Run 1, clock distribution:
Scale bar: 50 µm.
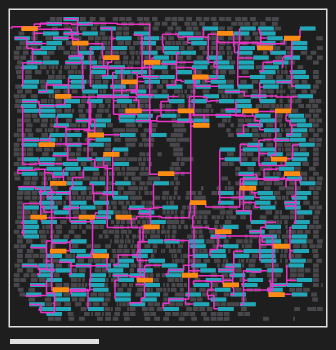
Run 1, wire density map:
The die is cut into 36 by 36 equal tiles; dark blue is low, red is high, scaled to the fullest tile. Values are wire area over tile area, all layers added.
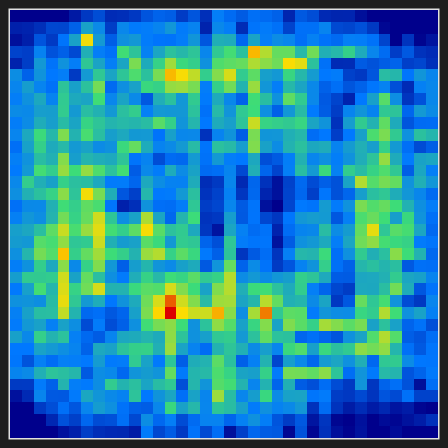
Run 1, sizing map:
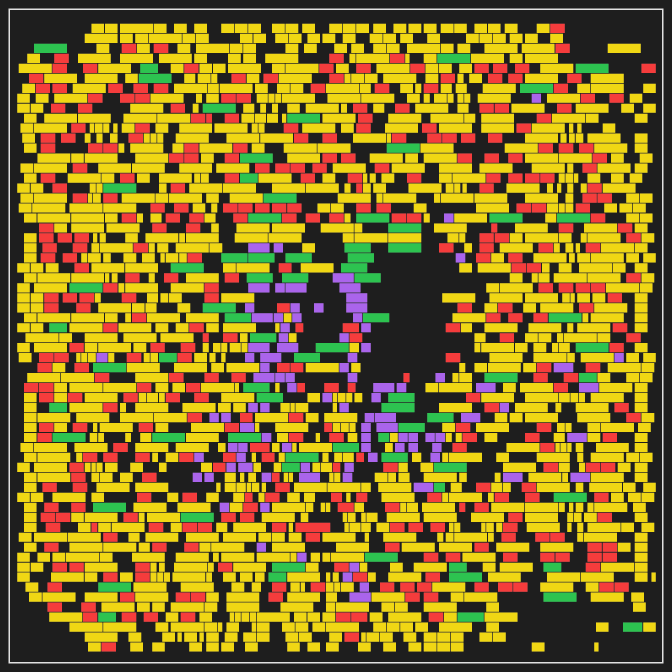
**config.mk**
```make
export PLATFORM = sky130hd
export DESIGN_NAME = axil_reg_slave
export DESIGN_NICKNAME = d
export VERILOG_FILES = /design/src/rtl/axil_reg_slave.sv
export SDC_FILE = /design/constraint.sdc
export NUM_CORES = 1
export LEC_CHECK = 0
export CAP_MARGIN = 20
export CORE_MARGIN = 1.5
export CORE_UTILIZATION = 51
export DETAILED_ROUTE_END_ITERATION = 10
export PLACE_DENSITY_LB_ADDON = 0.2
export SLEW_MARGIN = 30
export SYNTH_ARGS = -nofsm -noshare
export SYNTH_HDL_FRONTEND = slang
export SYNTH_SLANG_ARGS = --single-unit
```
**constraint.sdc**
```tcl
create_clock -name s_axi_aclk -period 3.03 [get_ports s_axi_aclk]
set_input_delay 0.4545 -clock s_axi_aclk [delete_from_list [all_inputs] [get_ports s_axi_aclk]]
set_output_delay 0.4545 -clock s_axi_aclk [all_outputs]
set_load 0.05 [all_outputs]
```
**src/rtl/axil_reg_slave.sv**
```systemverilog
// AXI4-Lite register bank responder: NUM_REGS read/write registers with byte strobes,
// independent write and read FSMs, and a flat export of all register contents.
module axil_reg_slave #(
    parameter int DATA_WIDTH = 32,
    parameter int ADDR_WIDTH = 8,
    parameter int NUM_REGS   = 8
) (
    input  logic                           s_axi_aclk,
    input  logic                           s_axi_aresetn,
    input  logic [ADDR_WIDTH-1:0]          s_axi_awaddr,
    input  logic                           s_axi_awvalid,
    output logic                           s_axi_awready,
    input  logic [DATA_WIDTH-1:0]          s_axi_wdata,
    input  logic [DATA_WIDTH/8-1:0]        s_axi_wstrb,
    input  logic                           s_axi_wvalid,
    output logic                           s_axi_wready,
    output logic [1:0]                     s_axi_bresp,
    output logic                           s_axi_bvalid,
    input  logic                           s_axi_bready,
    input  logic [ADDR_WIDTH-1:0]          s_axi_araddr,
    input  logic                           s_axi_arvalid,
    output logic                           s_axi_arready,
    output logic [DATA_WIDTH-1:0]          s_axi_rdata,
    output logic [1:0]                     s_axi_rresp,
    output logic                           s_axi_rvalid,
    input  logic                           s_axi_rready,
    output logic [NUM_REGS*DATA_WIDTH-1:0] regs_o,
    output logic                           dbg_wstate_o,
    output logic                           dbg_rstate_o
);
    // Handshake rule on every channel: a transfer happens on a rising edge where
    // valid and ready are both 1; valid and payload never change while waiting for ready.

    localparam int STRB_W = DATA_WIDTH / 8;
    localparam int IDX_W  = ADDR_WIDTH - 2;
    localparam logic [1:0] RESP_OKAY   = 2'b00;
    localparam logic [1:0] RESP_SLVERR = 2'b10;

    typedef enum logic { W_COLLECT = 1'b0, W_RESP = 1'b1 } wstate_e;
    typedef enum logic { R_IDLE = 1'b0, R_DATA = 1'b1 } rstate_e;

    wstate_e                 wstate_q;
    rstate_e                 rstate_q;
    logic                    aw_full_q, w_full_q;
    logic [ADDR_WIDTH-1:0]   awaddr_q;
    logic [DATA_WIDTH-1:0]   wdata_q;
    logic [STRB_W-1:0]       wstrb_q;
    logic                    awready_q, wready_q, bvalid_q;
    logic [1:0]              bresp_q;
    logic                    arready_q, rvalid_q;
    logic [1:0]              rresp_q;
    logic [DATA_WIDTH-1:0]   rdata_q;
    logic [DATA_WIDTH-1:0]   regs_q [NUM_REGS];

    logic                    aw_hs, w_hs, ar_hs, commit;
    logic                    aw_full_d, w_full_d;
    logic [ADDR_WIDTH-1:0]   awaddr_d;
    logic [DATA_WIDTH-1:0]   wdata_d;
    logic [STRB_W-1:0]       wstrb_d;
    logic [IDX_W-1:0]        wr_idx, rd_idx;
    logic [NUM_REGS-1:0]     wr_hit;
    logic                    wr_in_range, rd_in_range;
    logic [DATA_WIDTH-1:0]   rd_val;
    logic                    unused_addr_lsbs;

    // A channel arriving in the commit cycle is used directly, not via its buffer.
    always_comb begin
        aw_hs       = s_axi_awvalid & awready_q;
        w_hs        = s_axi_wvalid & wready_q;
        ar_hs       = s_axi_arvalid & arready_q;
        aw_full_d   = aw_full_q | aw_hs;
        w_full_d    = w_full_q | w_hs;
        awaddr_d    = aw_hs ? s_axi_awaddr : awaddr_q;
        wdata_d     = w_hs ? s_axi_wdata : wdata_q;
        wstrb_d     = w_hs ? s_axi_wstrb : wstrb_q;
        commit      = (wstate_q == W_COLLECT) & aw_full_d & w_full_d;
        wr_idx      = awaddr_d[ADDR_WIDTH-1:2];
        rd_idx      = s_axi_araddr[ADDR_WIDTH-1:2];
        wr_hit      = '0;
        rd_in_range = 1'b0;
        rd_val      = '0;
        for (int k = 0; k < NUM_REGS; k++) begin
            if (wr_idx == IDX_W'(k)) wr_hit[k] = 1'b1;
            if (rd_idx == IDX_W'(k)) begin
                rd_in_range = 1'b1;
                rd_val      = regs_q[k];
            end
        end
        wr_in_range = |wr_hit;
    end

    assign unused_addr_lsbs = ^{awaddr_d[1:0], s_axi_araddr[1:0]};

    always_ff @(posedge s_axi_aclk or negedge s_axi_aresetn) begin
        if (!s_axi_aresetn) begin
            wstate_q  <= W_COLLECT;
            aw_full_q <= 1'b0;
            w_full_q  <= 1'b0;
            awaddr_q  <= '0;
            wdata_q   <= '0;
            wstrb_q   <= '0;
            awready_q <= 1'b0;
            wready_q  <= 1'b0;
            bvalid_q  <= 1'b0;
            bresp_q   <= RESP_OKAY;
        end else begin
            case (wstate_q)
                W_COLLECT: begin
                    if (aw_hs) awaddr_q <= s_axi_awaddr;
                    if (w_hs) begin
                        wdata_q <= s_axi_wdata;
                        wstrb_q <= s_axi_wstrb;
                    end
                    if (commit) begin
                        aw_full_q <= 1'b1;
                        w_full_q  <= 1'b1;
                        awready_q <= 1'b0;
                        wready_q  <= 1'b0;
                        bvalid_q  <= 1'b1;
                        bresp_q   <= wr_in_range ? RESP_OKAY : RESP_SLVERR;
                        wstate_q  <= W_RESP;
                    end else begin
                        aw_full_q <= aw_full_d;
                        w_full_q  <= w_full_d;
                        awready_q <= ~aw_full_d;
                        wready_q  <= ~w_full_d;
                    end
                end
                W_RESP: begin
                    if (s_axi_bready) begin
                        bvalid_q  <= 1'b0;
                        aw_full_q <= 1'b0;
                        w_full_q  <= 1'b0;
                        awready_q <= 1'b1;
                        wready_q  <= 1'b1;
                        wstate_q  <= W_COLLECT;
                    end
                end
                default: wstate_q <= W_COLLECT;
            endcase
        end
    end

    // Reads sample regs_q before this edge's commit lands, so a colliding read sees the old value.
    always_ff @(posedge s_axi_aclk or negedge s_axi_aresetn) begin
        if (!s_axi_aresetn) begin
            for (int k = 0; k < NUM_REGS; k++) regs_q[k] <= '0;
        end else if (commit) begin
            for (int k = 0; k < NUM_REGS; k++) begin
                for (int b = 0; b < STRB_W; b++) begin
                    if (wr_hit[k] && wstrb_d[b]) regs_q[k][8*b +: 8] <= wdata_d[8*b +: 8];
                end
            end
        end
    end

    always_ff @(posedge s_axi_aclk or negedge s_axi_aresetn) begin
        if (!s_axi_aresetn) begin
            rstate_q  <= R_IDLE;
            arready_q <= 1'b0;
            rvalid_q  <= 1'b0;
            rresp_q   <= RESP_OKAY;
            rdata_q   <= '0;
        end else begin
            case (rstate_q)
                R_IDLE: begin
                    if (ar_hs) begin
                        rdata_q   <= rd_in_range ? rd_val : '0;
                        rresp_q   <= rd_in_range ? RESP_OKAY : RESP_SLVERR;
                        rvalid_q  <= 1'b1;
                        arready_q <= 1'b0;
                        rstate_q  <= R_DATA;
                    end else begin
                        arready_q <= 1'b1;
                    end
                end
                R_DATA: begin
                    if (s_axi_rready) begin
                        rvalid_q  <= 1'b0;
                        arready_q <= 1'b1;
                        rstate_q  <= R_IDLE;
                    end
                end
                default: rstate_q <= R_IDLE;
            endcase
        end
    end

    for (genvar g = 0; g < NUM_REGS; g++) begin : g_regs_out
        assign regs_o[g*DATA_WIDTH +: DATA_WIDTH] = regs_q[g];
    end

    assign s_axi_awready = awready_q;
    assign s_axi_wready  = wready_q;
    assign s_axi_bvalid  = bvalid_q;
    assign s_axi_bresp   = bresp_q;
    assign s_axi_arready = arready_q;
    assign s_axi_rvalid  = rvalid_q;
    assign s_axi_rresp   = rresp_q;
    assign s_axi_rdata   = rdata_q;
    assign dbg_wstate_o  = wstate_q;
    assign dbg_rstate_o  = rstate_q;

endmodule

```
==> flow_metrics.rpt, run 1 <==
RUN METRICS
----------------------------------------------------
[Run status]
  Status ........................ complete, no violations

[Timing]
  Slew at the pin with the worst max-slew slack ........................ 833.7 ps
  Fin crit period ........................ 2549 ps
  Unrepaired setup endpoints after global routing ........................ no
  Final setup vio count ........................ 0
  Final number of hold-violating endpoints ........................ 0

[Pwr]
  Net switching share of the total power ........................ 0.4572
  Sequential fraction of design power ........................ 0.316

[Clocking]
  Number of CTS-inserted buffers ........................ 37
  CTS tree ........................ yes
  Clock sinks ........................ 341

[Yosys]
  Count of flip-flops with a built-in enable after synthesis ........................ 0
  Cell count listed in synth_stat.txt ........................ 1163
  Sequential cell area fraction in the yosys report ........................ 0.5479
  Async SR Flop Fraction ........................ 1.000

[Detailed routing]
  Initial detailed-routing violation count ........................ 832
  Wire length per cell after detailed routing ........................ 25.77 µm
  Amount of wire on met3 after detailed routing ........................ 4550 µm
  Detail Route Antenna Nets ........................ 0

[Setup path]
  FF-to-FF End ........................ regs_o[56]$_DFFE_PN0P_
  Critical path buffer and inverter count ........................ 2
  Largest stage delay on the critical path ........................ 570 ps
  Endpoint of the most critical setup path ........................ regs_o[56]$_DFFE_PN0P_
  Data required time at the worst endpoint ........................ 3430 ps

[GRT]
  Global router's overall resource usage ........................ 0.3259
  Overflow after GRT ........................ 0

[Run]
  Max_cap viols ........................ 0
  Tool warnings ........................ 30

[Final layout]
  Footprint of the flip-flops and latches ........................ 0.008534 mm²
  Commonest non-fill, non-tap cells in the layout ........................ sky130_fd_sc_hd__clkdlybuf4s50_1 (348), sky130_fd_sc_hd__mux2_2 (343), sky130_fd_sc_hd__dfrtp_1 (340)

[Floorplanning]
  Chip Footprint ........................ 0.03159 mm²

----------------------------------------------------
About 'clock distribution':
[flip-flops] cyan | count: 341
[cells driving clock nets] orange | count: 37
[clock wires] magenta | length: 4030 µm
flops lie	all over the die
routed clock nets	38
insertion delay to the later sink of the worst-skew pair: 530 ps
share of power burned in the clock network: 0.180

About 'wire density map':
tiles over half the peak	14%
mean over tiles	0.27
nearly empty tiles	3.2%

About 'sizing map':
size	color	cells	share
drive 1 or less	yellow	1053	66%
drive 2	red	374	23%
drive 6 and up	green	74	4.6%
drive 3 to 4	purple	96	6.0%
final design instance area without fill: 0.02143 mm²
layout-stage area growth over the synthesis result: 37.60%
final worst-path setup slack: 481.1 ps
total of plain and repair buffers excluding clock buffers: 441

==> run 1: power by group through the flow <==
stage                     logic (mW)  registers [mW]  clock network (mW)
after floorplan                 3.18            12.4                   0
after global placement          12.3            7.78                   0
after detailed placement        12.4            7.85                   0
after CTS                       12.5            7.81                4.50
after global routing            13.0            8.03                4.67
final                           12.5            7.82                4.45
==> run 1: cell type report <==
type / instances / share of cell area
clock buffer: 58 / 0.05401
clock inverter: 8 / 0.002394
inverter: 4 / 0.0007006
multi-input combinational: 745 / 0.3142
sequential: 341 / 0.3983
tap: 390 / 0.02277
timing repair buffer: 441 / 0.2076
==> run 1: state kept, by name (all words and copies together) (netlist names), 4 cells and up <==
name	flops
s_axi_rdata	32
wstrb_q	4
awaddr_q	6
regs_o	256
wdata_q	32
==> run 1: synth_stat cells (4+ instances only) <==
master | number | area share
sky130_fd_sc_hd__mux2_2 | 343 | 0.25
sky130_fd_sc_hd__dfrtp_1 | 341 | 0.55
sky130_fd_sc_hd__clkbuf_1 | 53 | 0.013
sky130_fd_sc_hd__a21oi_1 | 48 | 0.015
sky130_fd_sc_hd__o21ai_0 | 42 | 0.013
sky130_fd_sc_hd__nor3_1 | 35 | 0.011
sky130_fd_sc_hd__nand2_1 | 34 | 0.0082
sky130_fd_sc_hd__a221o_1 | 31 | 0.020
sky130_fd_sc_hd__nand2b_1 | 27 | 0.011
sky130_fd_sc_hd__a31oi_1 | 23 | 0.0092
sky130_fd_sc_hd__a2111oi_0 | 21 | 0.012
sky130_fd_sc_hd__nor2_1 | 18 | 0.0043
sky130_fd_sc_hd__nor3_4 | 16 | 0.017
sky130_fd_sc_hd__mux2i_1 | 14 | 0.0090
sky130_fd_sc_hd__a221oi_1 | 12 | 0.0067
sky130_fd_sc_hd__o221ai_1 | 12 | 0.0067
sky130_fd_sc_hd__mux2_4 | 8 | 0.0077
sky130_fd_sc_hd__buf_1 | 7 | 0.0017
sky130_fd_sc_hd__buf_2 | 7 | 0.0022
sky130_fd_sc_hd__and3_1 | 5 | 0.0020
sky130_fd_sc_hd__nor3_2 | 5 | 0.0032
sky130_fd_sc_hd__or2_2 | 5 | 0.0020
sky130_fd_sc_hd__or4_1 | 5 | 0.0024
sky130_fd_sc_hd__inv_1 | 4 | 0.00096
sky130_fd_sc_hd__or3_1 | 4 | 0.0016
==> run 1: cells by family after synthesis <==
family / after synthesis / synth area share
buffers and inverters: 78 / 0.02258
other: 1 / 0.0002408
AOI/OAI and AO/OA: 205 / 0.09247
and+or+nand+nor: 172 / 0.07150
muxes: 365 / 0.2647
DFF: 341 / 0.5479
xor gates and xnor gates: 1 / 0.0005625
==> run 1: metrics by stage <==
step / util / hold slack [ps]
finish: 0.7173 / 457.5
detailed placement: 0.6765 / 414.5
CTS: 0.7173 / 468.2
global placement: 0.6765 / 407.9
floorplan: - / 158.9
global route: 0.7173 / 485.3
==> run 1: metal layers <==
layer | vias up | track usage
met5 | - | 0
li1 | 5213 | -
met3 | 112 | 0.08719
met1 | 6241 | 0.4129
met2 | 577 | 0.5353
met4 | 2 | 0.1229
## Run 2: what changed since run 1
Settings changed: CORE_UTILIZATION 51 to 46.
Clock period 3.03 ns to 2.05 ns, I/O delays scaled along.
Run 2, sizing map:
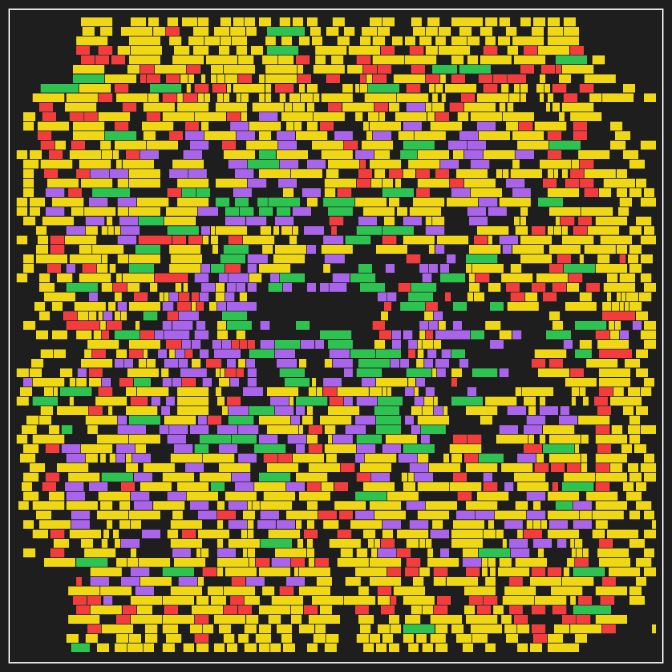
size	color	cells	share
drive 2	red	262	16%
drive 3 to 4	purple	278	17%
drive 6 and up	green	112	6.8%
drive 1 or less	yellow	1003	61%
total of plain and repair buffers excluding clock buffers: 501
layout-stage area growth over the synthesis result: 47.75%
final worst-path setup slack: -153.6 ps
final design instance area without fill: 0.02301 mm²

Run 2, clock distribution:
Scale bar: 50 µm.
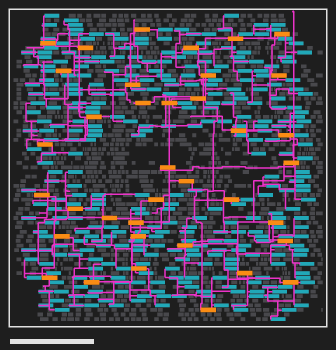
[cells driving clock nets] orange | count: 37
[flip-flops] cyan | count: 341
[clock wires] magenta | length: 4260 µm
flops lie	all over the die
routed clock nets	38

Run 2, where the registers sit:
Scale bar: 50 µm.
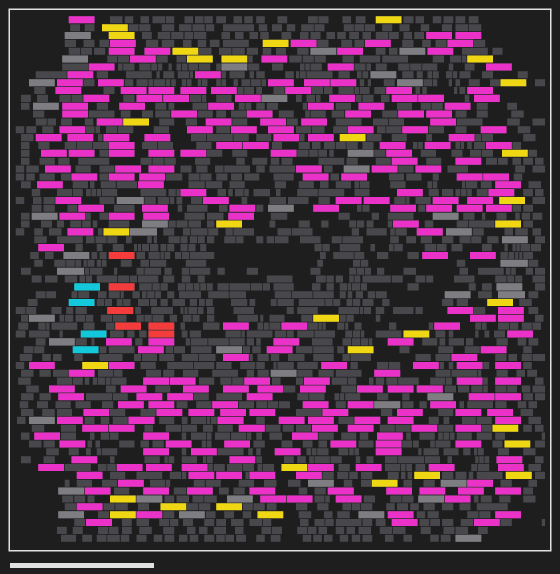
netlist name	color	sequential cells	where
s_axi_rdata	yellow	32	all over the die
awaddr_q	red	6	west
regs_o	magenta	256	all over the die
wstrb_q	cyan	4	west
not colored	43
utilization of the core after routing: 0.6879
footprint of the flip-flops and latches: 0.008539 mm²
Seq area share: 0.3711
Power Sequential: 11.7 mW

==> run 2 against run 1 <==
Compared with the run above:
- the flow now finishes with violations (setup timing)
- hold slack worse by 160 ps
- total power up 52%
- maximum frequency up 16%
- flip-flop count did not move
- non-clock buffer count rose by 60
- clock skew up 9.5 ps
- clock power rose by 55%
- final area up 7.4%
- cell count increased by 5.8%
- worst setup slack worse by 630 ps
- utilization fell by 2.9 points
- combinational power is 52% higher
- critical path type unchanged
- largest cell class unchanged
- largest power group unchanged
==> flow_metrics.rpt, run 2 <==
RUN METRICS
----------------------------------------------------
[Run status]
  Status ........................ complete, but fails checks
  Violated checks ........................ setup timing

[Timing]
  Slew at the pin with the worst max-slew slack ........................ 630.1 ps (-203.5 ps)
  Final setup vio count ........................ 256 (+256)
  Worst hold slack ........................ 293.0 ps (-164.4 ps)
  Unrepaired setup endpoints after global routing ........................ yes
  Final worst-path setup slack ........................ -153.6 ps (-634.8 ps)
  Final number of hold-violating endpoints ........................ 0 (unchanged)
  Fin crit period ........................ 2204 ps (-345.2 ps)
  Final Max Slew Viols ........................ 0

[Final layout]
  Number of flip-flops in the largest register ........................ 256 (unchanged)
  Commonest non-fill, non-tap cells in the layout ........................ sky130_fd_sc_hd__dfrtp_1 (336), sky130_fd_sc_hd__mux2_2 (217), sky130_fd_sc_hd__dlygate4sd2_1 (146)

[Pwr]
  Sequential fraction of design power ........................ 0.312 (-0.004)
  Share of power burned in the clock network ........................ 0.184 (+0.004)
  Net switching share of the total power ........................ 0.4598 (+0.002630)

[Yosys]
  Cell count listed in synth_stat.txt ........................ 1163 (unchanged)
  Async SR Flop Fraction ........................ 1.000 (unchanged)
  Cell types with the highest counts after synthesis ........................ sky130_fd_sc_hd__mux2_2 (343), sky130_fd_sc_hd__dfrtp_1 (341), sky130_fd_sc_hd__clkbuf_1 (53)
  Top area cell types ........................ sky130_fd_sc_hd__dfrtp_1 (55%), sky130_fd_sc_hd__mux2_2 (25%), sky130_fd_sc_hd__a221o_1 (2.0%)
  Most common cell in the synthesized netlist ........................ sky130_fd_sc_hd__mux2_2
  Sequential cell area fraction in the yosys report ........................ 0.5479 (unchanged)
  Largest area contributor in the synthesized netlist ........................ sky130_fd_sc_hd__dfrtp_1
  Commonest flop ........................ sky130_fd_sc_hd__dfrtp_1

[Run]
  Tool warnings ........................ 33 (+10%)
  Max_cap viols ........................ 0 (unchanged)

[Clocking]
  Clock sinks ........................ 341 (unchanged)
  CTS tree ........................ yes
  Insertion delay to the later sink of the worst-skew pair ........................ 530 ps (about the same)
  Number of CTS-inserted buffers ........................ 37 (unchanged)

[Detailed routing]
  Wire length per cell after detailed routing ........................ 25.80 µm (+0.12%)
  Vias ........................ 12420
  Detail Route Antenna Nets ........................ 0 (unchanged)
  DRC violations left ........................ 0

[Floorplanning]
  Die outline height ........................ 187 µm
  Core Footprint ........................ 0.03345 mm²
  Chip Footprint ........................ 0.03497 mm² (+11%)

[GRT]
  Overflow after GRT ........................ 0 (unchanged)
  First-pass GRT wire length ........................ 80850 µm
  Global router's overall resource usage ........................ 0.3050 (-0.02087)
  Via count of the first global-routing pass ........................ 12790

[Setup path]
  CP Capture Type ........................ flip-flop
  Data required time at the worst endpoint ........................ 2450 ps (-980 ps)
  FF-to-FF End ........................ regs_o[169]$_DFFE_PN0P_

----------------------------------------------------
run 2: cell types whose count changed in the layout (fill, tap and decap cells not counted), sizes merged, moves of 4 or more:
cell           change
clkdlybuf4s50    -237
dlygate4sd2      +146
dlymetal6s2s      +76
buf               +75
clkbuf            -10
bufinv             +4
run 2: kinds of logic after synthesis:
logic type / after synthesis / synth area share
AOI/OAI and AO/OA: 205 / 0.09247
xor gates and xnor gates: 1 / 0.0005625
buffers and inverters: 78 / 0.02258
DFF: 341 / 0.5479
muxes: 365 / 0.2647
other: 1 / 0.0002408
and+or+nand+nor: 172 / 0.07150
run 2: worst max path at each step:
stage / cells past startpoint / end / slack (ps)
after CTS: 7 / regs_o[125]$_DFFE_PN0P_ / -170
after detailed placement: 10 / regs_o[130]$_DFFE_PN0P_ / -810
after global placement: 10 / regs_o[134]$_DFFE_PN0P_ / -810
final: 8 / regs_o[169]$_DFFE_PN0P_ / -150
after floorplan: 9 / regs_o[0]$_DFFE_PN0P_ / -460
after global routing: 7 / regs_o[54]$_DFFE_PN0P_ / -240
run 2: through the flow:
step,cell area (µm²),setup slack (ps),TNS (ps)
finish,23010,-153.6,-23830
global route,23010,-241.4,-42990
CTS,22610,-173.5,-26720
detailed placement,21340,-807.6,-184680
global placement,21340,-812.5,-167200
floorplan,16060,-458.4,-79910
run 2: repair_timing:
item | 4_1_cts | 5_1_grt
gates resized | 194 | 127
endpoints found under the setup margin | 406 | 360
hold endpoints to repair | 35 | 0
gates cloned | 0 | 1
buffers inserted | 2 | 2
hold buffers | 1 | 0
pin swaps | 3 | 5
run 2: routing by layer:
layer | global-route usage | vias up | wire length, µm | part of all wire
li1 | - | 5309 | - | -
met1 | 0.4150 | 6418 | 23100 | 0.43
met2 | 0.4921 | 580 | 25630 | 0.47
met3 | 0.06079 | 110 | 4003 | 0.074
met4 | 0.09926 | 0 | 1526 | 0.028
met5 | 0 | - | 0 | 0
run 2: cell type report:
class | count | area, µm²
tap | 448 | 560.5
clock buffer | 48 | 1060
inverter | 4 | 15.01
clock inverter | 16 | 192.7
sequential | 341 | 8539
multi-input combinational | 745 | 7441
fill | 2464 | 10440
timing repair buffer | 501 | 5201
run 2: power groups by stage:
stage,Sequential [mW],Clock (mW),Combinational (mW)
2_1_floorplan,18.4,0,5.36
3_3_place_gp,11.7,0,19.2
3_5_place_dp,11.8,0,19.4
4_1_cts,11.7,7.01,18.9
5_1_grt,12.0,7.27,19.7
6_report,11.7,6.91,19.0
run 2: worst max-delay path, cell delays in order, from the launching register on:
cell	delay, ps
sky130_fd_sc_hd__dfrtp_2	440
sky130_fd_sc_hd__buf_4	170
sky130_fd_sc_hd__nand4b_1	120
sky130_fd_sc_hd__o21ai_1	110
sky130_fd_sc_hd__buf_4	160
sky130_fd_sc_hd__nand2_2	70
sky130_fd_sc_hd__or4_1	540
sky130_fd_sc_hd__buf_6	180
sky130_fd_sc_hd__mux2_2	280
## Run 3: what changed since run 2
Settings changed: CORE_UTILIZATION 46 to 51, SETUP_SLACK_MARGIN set to 0.1.
Clock period 2.05 ns to 2.08 ns, I/O delays scaled along.
Run 3, wire density map:
The die is cut into 36 by 36 equal tiles; dark blue is low, red is high, scaled to the fullest tile. Values are wire area over tile area, all layers added.
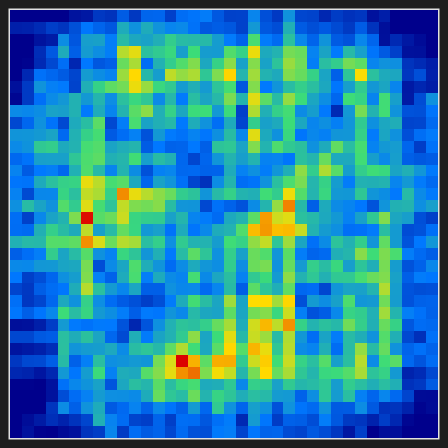
nearly empty tiles	3.4%
tiles over half the peak	17%
mean over tiles	0.29
fullest tile	0.87
Vias: 12860
Total Routed Length: 55860 µm
wire length per cell after detailed routing: 26.97 µm
global router's overall resource usage: 0.3422

Run 3, placed standard cells:
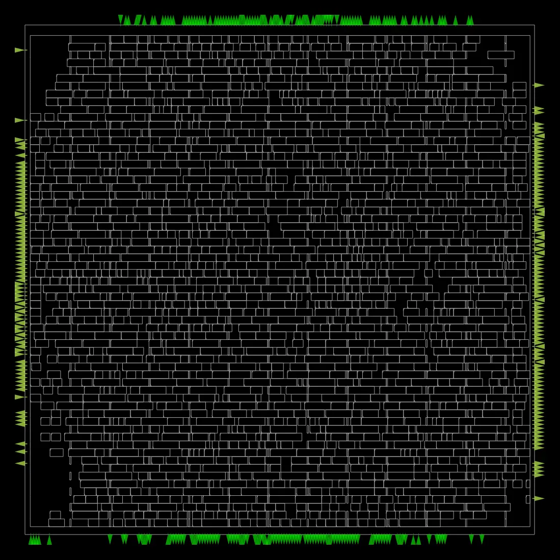
layout sequential cell count: 341
Seq area share: 0.3594
number of tap instances: 390
final instance count without filler cells: 2071

Run 3, clock distribution:
Scale bar: 50 µm.
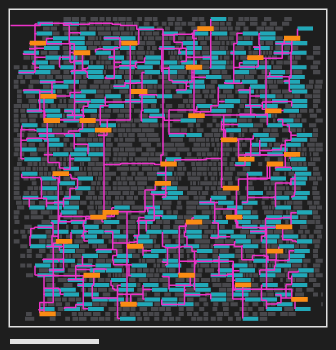
[clock wires] magenta | length: 3950 µm
[cells driving clock nets] orange | count: 36
[flip-flops] cyan | count: 341
flops lie	all over the die

==> run 3 against run 2 <==
Compared with the run above:
- the flow still finishes with violations (setup timing)
- sequential power barely moved
- final area rose by 3.3%
- highest routed layer unchanged
- via count rose by 3.5%
- largest cell class unchanged
- synthesized area did not move
- combinational power barely moved
- clock skew fell by 10 ps
- critical path type unchanged
==> flow_metrics.rpt, run 3 <==
RUN METRICS
----------------------------------------------------
[GRT]
  Overflow after GRT ........................ 0 (unchanged)
  Via count of the first global-routing pass ........................ 13190 (+3.1%)

[Placement]
  Worst setup slack before clock tree synthesis ........................ -629.7 ps (+177.9 ps)

[Final layout]
  FILL cells ........................ 1748 (-29%)
  Commonest non-fill, non-tap cells in the layout ........................ sky130_fd_sc_hd__dfrtp_1 (336), sky130_fd_sc_hd__mux2_4 (195), sky130_fd_sc_hd__dlygate4sd2_1 (176)
  Number of flip-flops in the largest register ........................ 256 (unchanged)
  Layout-stage area growth over the synthesis result ........................ 52.58%

[Run]
  Tool warnings ........................ 33 (unchanged)

[Detailed routing]
  Detail Route Antenna Nets ........................ 0 (unchanged)

[Timing]
  Fin crit period ........................ 2251 ps (+47.82 ps)
  Final number of hold-violating endpoints ........................ 0 (unchanged)
  Final worst-path setup slack ........................ -171.5 ps (-17.82 ps)
  Final setup vio count ........................ 247 (-3.5%)
  Slew at the pin with the worst max-slew slack ........................ 596.0 ps (-34.12 ps)

[Yosys]
  Async SR Flop Fraction ........................ 1.000 (unchanged)
  Largest area contributor in the synthesized netlist ........................ sky130_fd_sc_hd__dfrtp_1
  Cell types with the highest counts after synthesis ........................ sky130_fd_sc_hd__mux2_2 (343), sky130_fd_sc_hd__dfrtp_1 (341), sky130_fd_sc_hd__clkbuf_1 (53)

[Clocking]
  Number of CTS-inserted buffers ........................ 36 (-2.7%)
  Clock sinks ........................ 341 (unchanged)
  CTS tree ........................ yes
  Insertion delay to the later sink of the worst-skew pair ........................ 520 ps (about the same)

[Setup path]
  CP Capture Type ........................ flip-flop
  Critical path buffer and inverter count ........................ 3 (unchanged)
  Largest stage delay on the critical path ........................ 460 ps (-80 ps)
  CP cell instances ........................ buf_6, a21oi_4, nor3_4, or3b_4, buf_12, nor3_4, buf_6, mux2_4
  Data required time at the worst endpoint ........................ 2470 ps (+20 ps)
  Critical-path top delay cell ........................ sky130_fd_sc_hd__dfrtp_2

[Run status]
  Status ........................ complete, but fails checks
  Violated checks ........................ setup timing

[Floorplanning]
  Core Footprint ........................ 0.02987 mm² (-11%)
  Chip Footprint ........................ 0.03159 mm² (-9.7%)

----------------------------------------------------
==> run 3: worst reg2reg max path: cells and delay by family (launching register included) <==
kind                   cells  cell delay (ps)
AND/OR/NAND/NOR            3              850
buffers and inverters      3              480
flip-flops                 1              460
multiplexers               1              300
AND-OR/OR-AND              1               50
==> run 3: timing repair <==
action,4_1_cts,5_1_grt
endpoints found under the hold margin,42,0
hold buffers,1,0
gates resized,328,241
cloned,1,3
setup endpoints to repair,571,410
buffers inserted,4,14
pin swaps,11,16
==> run 3: per-stage QoR <==
stage | TNS, ps | area (µm²) | util
after CTS | -6950 | 22800 | 0.7633
after detailed placement | -163800 | 21340 | 0.7142
after floorplan | -72230 | 16090 | -
final | -22090 | 23760 | 0.7954
after global routing | -36060 | 23760 | 0.7953
after global placement | -152920 | 21340 | 0.7142
==> run 3: kinds of logic after synthesis <==
family,count (synthesis),share of synthesized area
simple gates,172,0.07150
buf+inv,78,0.02258
other cells,1,0.0002408
mux,365,0.2647
xor+xnor,1,0.0005625
compound gates,205,0.09247
flops,341,0.5479
==> run 3: path summary, 6_finish.rpt <==
kind,startpoint,end,slack [ps],depth (start not counted)
min in group s_axi_aclk,s_axi_rready,dbg_rstate_o$_DFF_PN0_,440,2
setup reg to reg,s_axi_awready$_DFFE_PN0P_,regs_o[73]$_DFFE_PN0P_,-170,8
hold / removal,s_axi_aresetn,regs_o[249]$_DFFE_PN0P_,320,2
max in group asynchronous,s_axi_aresetn,regs_o[211]$_DFFE_PN0P_,970,4
setup / recovery,s_axi_awready$_DFFE_PN0P_,regs_o[73]$_DFFE_PN0P_,-170,8
hold reg to reg,s_axi_rvalid$_DFFE_PN0P_,s_axi_rvalid$_DFFE_PN0P_,490,2
==> run 3: layout make-up <==
class / count / area (µm²) / area share
antenna: 2 / 5.005 / 0.0002106
timing repair buffer: 529 / 5643 / 0.2375
inverter: 4 / 15.01 / 0.0006318
clock buffer: 54 / 1030 / 0.04333
clock inverter: 6 / 38.79 / 0.001632
multi-input combinational: 745 / 8004 / 0.3368
sequential: 341 / 8539 / 0.3594
tap: 390 / 488.0 / 0.02053
==> run 3: metal layers <==
metal	vias to the layer above	global-route usage	share of wire
met5	-	0.01603	0
met4	0	0.1450	0.045
met2	722	0.5324	0.46
met3	163	0.07734	0.086
met1	6609	0.4614	0.41
li1	5363	-	-
==> run 3: power breakdown <==
part           total (mW)  switching, mW  internal [mW]  leakage (nW)
registers            11.8           2.57           9.18          4.59
clock network        5.97           2.55           3.41         0.516
logic                19.3           12.2           7.05          7.95
total                37.0           17.4           19.6          13.1
No activity file was given, so power comes from the tool's default toggle rates.
